**Track usage over the die**

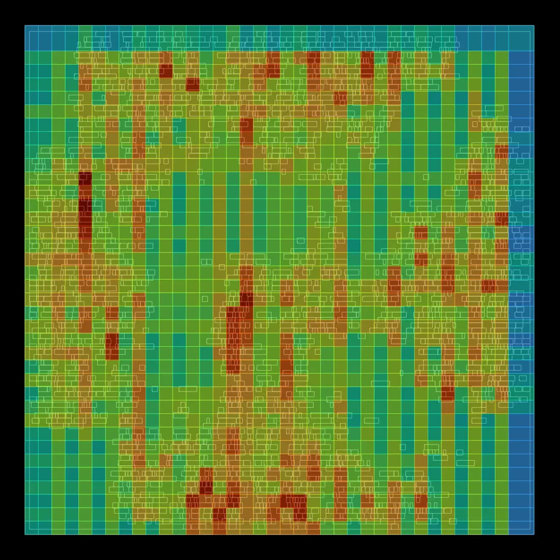
**M3 wires**

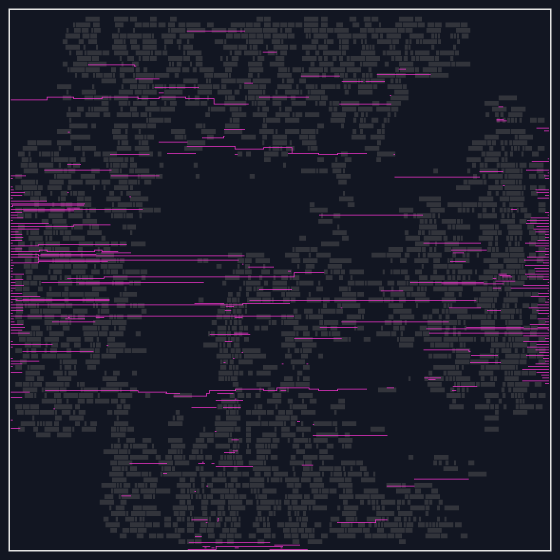
**Gate families picked out**

The bar under the picture is 100 um long.
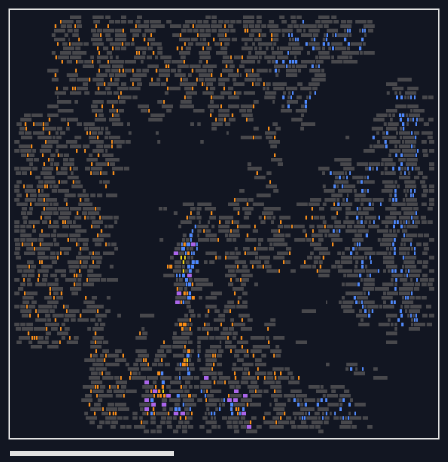
<file path="src/rtl/y_mat_pkg.sv">
// rtl/y_mat_pkg.sv - shared Y-matrix lane geometry, packer states and the lane-to-bit mapping
package y_mat_pkg;

    localparam int LANES       = 16;
    localparam int LANE_W      = 16;
    localparam int ADDR_DATA_W = 10;
    localparam int LANE_IDX_W  = 4;
    localparam int WORD_W      = LANES * LANE_W;

    typedef enum logic [1:0] {
        IDLE  = 2'd0,
        FILL  = 2'd1,
        WRITE = 2'd2
    } packState_t;

    // Entry k of a word lives in lane 15-k; the read-side extractor uses the same helper.
    function automatic logic [7:0] lane_lsb(input logic [LANE_IDX_W-1:0] k);
        return 8'(LANE_W * (LANES - 1 - int'(k)));
    endfunction

endpackage

</file>
<file path="src/rtl/y_mat_lane_buf.sv">
// rtl/y_mat_lane_buf.sv - 256-bit fill buffer with lane-indexed write and whole-word clear
module y_mat_lane_buf
    import y_mat_pkg::*;
(
    input  logic                   clock,
    input  logic                   reset,
    input  logic                   clear,
    input  logic                   wrEn,
    input  logic [LANE_IDX_W-1:0]  wrIdx,
    input  logic [ADDR_DATA_W-1:0] wrData,
    output logic [WORD_W-1:0]      wordNext
);

    logic [WORD_W-1:0] word;

    // Merged view: the stored word with this cycle's entry already placed, so a word can
    // be handed off on the same edge that accepts its last entry.
    always_comb begin
        wordNext = word;
        if (wrEn) begin
            wordNext[lane_lsb(wrIdx) +: LANE_W] = LANE_W'(wrData);
        end
    end

    // Clear wins over the merge; a cleared buffer starts the next word with all lanes zero.
    always_ff @(posedge clock) begin
        if (reset || clear) begin
            word <= '0;
        end else begin
            word <= wordNext;
        end
    end

endmodule

</file>
<file path="src/rtl/y_mat_addr_packer.sv">
// rtl/y_mat_addr_packer.sv - packs Y-matrix row addresses into SRAM words; PK_DOUBLE_BUF_EN adds fill-during-write
module y_mat_addr_packer
    import y_mat_pkg::*;
#(
    parameter int SRAM_AW = 11,
    parameter int ADDR_W  = 11
) (
    input  logic               clock,
    input  logic               reset,
    input  logic               pk_start,
    input  logic [SRAM_AW-1:0] pk_base_addr,
    input  logic               pk_in_valid,
    input  logic [ADDR_W-1:0]  pk_in_addr,
    output logic               pk_in_ready,
    input  logic               pk_flush,
    output logic               pk_wr_en,
    output logic [SRAM_AW-1:0] pk_wr_addr,
    output logic [WORD_W-1:0]  pk_wr_data,
    input  logic               pk_wr_ack,
    output logic               pk_busy,
    output logic               pk_done,
    output logic [SRAM_AW-1:0] pk_words
);

    packState_t              state;
    logic [LANE_IDX_W-1:0]   fillIdx;
    logic [SRAM_AW-1:0]      wrAddr;
    logic [SRAM_AW-1:0]      wordCount;
    logic [WORD_W-1:0]       outWord;
    logic                    outValid;
    logic                    pendingMove;
    logic                    flushPending;
    logic                    doneReg;

    logic [WORD_W-1:0]       bufNext;
    logic                    startNow;
    logic                    accept;
    logic                    lastEntry;
    logic                    closeNow;
    logic                    ackTaken;
    logic                    outFree;
    logic                    moveNow;
    logic                    outValidNext;
    logic                    pendingMoveNext;
    logic                    flushSeen;
    logic                    doneNow;
    logic                    fillHalt;
    logic                    bufClear;
    logic                    unusedAddrHi;

    // Address bits above the stored field are dropped by design.
    assign unusedAddrHi = ^pk_in_addr[ADDR_W-1:ADDR_DATA_W];

    assign startNow    = (state == IDLE) && pk_start;
    assign pk_in_ready = (state == FILL);
    assign accept      = pk_in_valid && pk_in_ready;
    assign lastEntry   = accept && (fillIdx == LANE_IDX_W'(LANES - 1));

    // A word closes on its 16th entry, or on flush if it holds at least one entry
    // (an entry accepted together with the flush counts).
    assign closeNow = lastEntry
                   || (pk_flush && (state == FILL) && (accept || (fillIdx != '0)));

    // The output register frees up on the ack edge, so a waiting word can follow at once.
    assign ackTaken        = outValid && pk_wr_ack;
    assign outFree         = !outValid || pk_wr_ack;
    assign moveNow         = (closeNow || pendingMove) && outFree;
    assign outValidNext    = moveNow || (outValid && !pk_wr_ack);
    assign pendingMoveNext = (closeNow || pendingMove) && !moveNow;

    // The matrix is finished once a flush has been seen and nothing remains to write.
    assign flushSeen = (state != IDLE) && (flushPending || pk_flush);
    assign doneNow   = flushSeen && !outValidNext && !pendingMoveNext;

`ifdef PK_DOUBLE_BUF_EN
    assign fillHalt = pendingMoveNext || flushSeen;
`else
    assign fillHalt = outValidNext || flushSeen;
`endif

    assign bufClear = startNow || moveNow;

    y_mat_lane_buf uLaneBuf (
        .clock    (clock),
        .reset    (reset),
        .clear    (bufClear),
        .wrEn     (accept),
        .wrIdx    (fillIdx),
        .wrData   (pk_in_addr[ADDR_DATA_W-1:0]),
        .wordNext (bufNext)
    );

    // Sequencing: start, fill, hand-off to the output register, retire on ack, finish on flush.
    always_ff @(posedge clock) begin
        if (reset) begin
            state        <= IDLE;
            fillIdx      <= '0;
            outValid     <= 1'b0;
            pendingMove  <= 1'b0;
            flushPending <= 1'b0;
            doneReg      <= 1'b0;
        end else begin
            doneReg <= doneNow;
            if (startNow) begin
                state        <= FILL;
                fillIdx      <= '0;
                outValid     <= 1'b0;
                pendingMove  <= 1'b0;
                flushPending <= 1'b0;
            end else if (state != IDLE) begin
                if (closeNow) begin
                    fillIdx <= '0;
                end else if (accept) begin
                    fillIdx <= fillIdx + LANE_IDX_W'(1);
                end
                outValid     <= outValidNext;
                pendingMove  <= pendingMoveNext;
                flushPending <= flushSeen && !doneNow;
                if (doneNow) begin
                    state <= IDLE;
                end else if (fillHalt) begin
                    state <= WRITE;
                end else begin
                    state <= FILL;
                end
            end
        end
    end

    // Write datapath: word, address and count advance only on a taken ack, so writes retire in order.
    always_ff @(posedge clock) begin
        if (reset) begin
            outWord   <= '0;
            wrAddr    <= '0;
            wordCount <= '0;
        end else if (startNow) begin
            wrAddr    <= pk_base_addr;
            wordCount <= '0;
        end else if (state != IDLE) begin
            if (moveNow) begin
                outWord <= bufNext;
            end
            if (ackTaken) begin
                wrAddr    <= wrAddr + SRAM_AW'(1);
                wordCount <= wordCount + SRAM_AW'(1);
            end
        end
    end

    assign pk_wr_en   = outValid;
    assign pk_wr_addr = wrAddr;
    assign pk_wr_data = outWord;
    assign pk_busy    = (state != IDLE);
    assign pk_done    = doneReg;
    assign pk_words   = wordCount;

endmodule

</file>
<file path="config.mk">
export PLATFORM = sky130hd
export DESIGN_NAME = y_mat_addr_packer
export DESIGN_NICKNAME = d
export VERILOG_FILES = /design/src/rtl/y_mat_pkg.sv /design/src/rtl/y_mat_lane_buf.sv /design/src/rtl/y_mat_addr_packer.sv
export SDC_FILE = /design/constraint.sdc
export NUM_CORES = 1
export LEC_CHECK = 0
export CAP_MARGIN = 20
export CORE_MARGIN = 2
export CORE_UTILIZATION = 30
export CTS_CLUSTER_DIAMETER = 100
export DETAILED_ROUTE_END_ITERATION = 8
export RECOVER_POWER = 100
export SETUP_SLACK_MARGIN = 0.4
export SYNTH_ARGS = -nofsm -noshare
export SYNTH_HDL_FRONTEND = slang
export SYNTH_SLANG_ARGS = --single-unit
</file>
<file path="constraint.sdc">
create_clock -name clock -period 3.2 [get_ports clock]
set_input_delay 0.32 -clock clock [delete_from_list [all_inputs] [get_ports clock]]
set_output_delay 0.32 -clock clock [all_outputs]
set_load 0.02 [all_outputs]
</file>
==> flow_metrics.tcl <==
# implementation run metrics
set metrics [dict create \
    timing.fmax_mhz 348 \
    syn2layout_area_growth_pct 30.3 \
    outcome "finished, final reports clean" \
    post-route-min-period_ns 2.87 \
    grt_pass1_wl_um 84800 \
    reg2reg_to "pk_wr_data[147]$_SDFFE_PP0P_" \
    ys_async_sr_fraction 0 \
    yosys_warnings 0 \
    initCoreUtil 0.303 \
    fin_nets 2276 \
    setup_violations 0 \
    pwr-share-clk 0.499 \
    met3_length_um 3870 \
    yosys-top-cells-area "dfxtp_1 55%, a211oi_2 10%, mux2i_1 8.4%" \
    cpPeakStageDelay_ns 0.47 \
    hp-start "pk_base_addr[1]" \
    xor_area_frac 0.00925 \
    finalClockSkew_ns 0.0157 \
    synth.top_cells.by_count "544 x dfxtp_1, 357 x nor2_1, 166 x mux2i_1" \
    worstMarginPinSlew_ns 1.04 \
    top_usage_layer "met2" \
    cts_hold_buf 1 \
    slew_viol_final 0 \
    yosysChipArea_mm2 0.0199 \
    r2r-start "fillIdx[0]$_SDFFE_PP0P_" \
    wirelength_um 56400 \
    hold_viol_final 0 \
    dpl_worst_slack_ns 0.237 \
    irDropWorstVdd_v 0.000361 \
    clkbuf_count 80 \
    synth.cellmix.compoundShare 0.138 \
    seq_cells 544 \
    drtAntennaViolNets 0 \
    min_period_over_period 0.898 \
    simple_gate_area_frac 0.175 \
    p_switching_w 0.00329 \
    warnings 33 \
    synthFlopType "dfxtp_1" \
    logic_area_mm2 0.00789 \
]
## Picture notes: 'track usage over the die'
met3 Track Usage GR: 0.0439
Util after Layout: 0.394
Avg WL per Cell: 17.9 um

## Picture notes: 'M3 wires'
The layer carries 3870 um of wire. The wires run mostly horizontal. The layer holds 6.9% of the routed length.

## Picture notes: 'gate families picked out'
nand cells: marked blue, cells 232. nor cells: marked orange, cells 373. inv cells: marked yellow, cells 6. xor and xnor cells: marked purple, cells 21, where south.

Power and IR drop assume default switching activity.
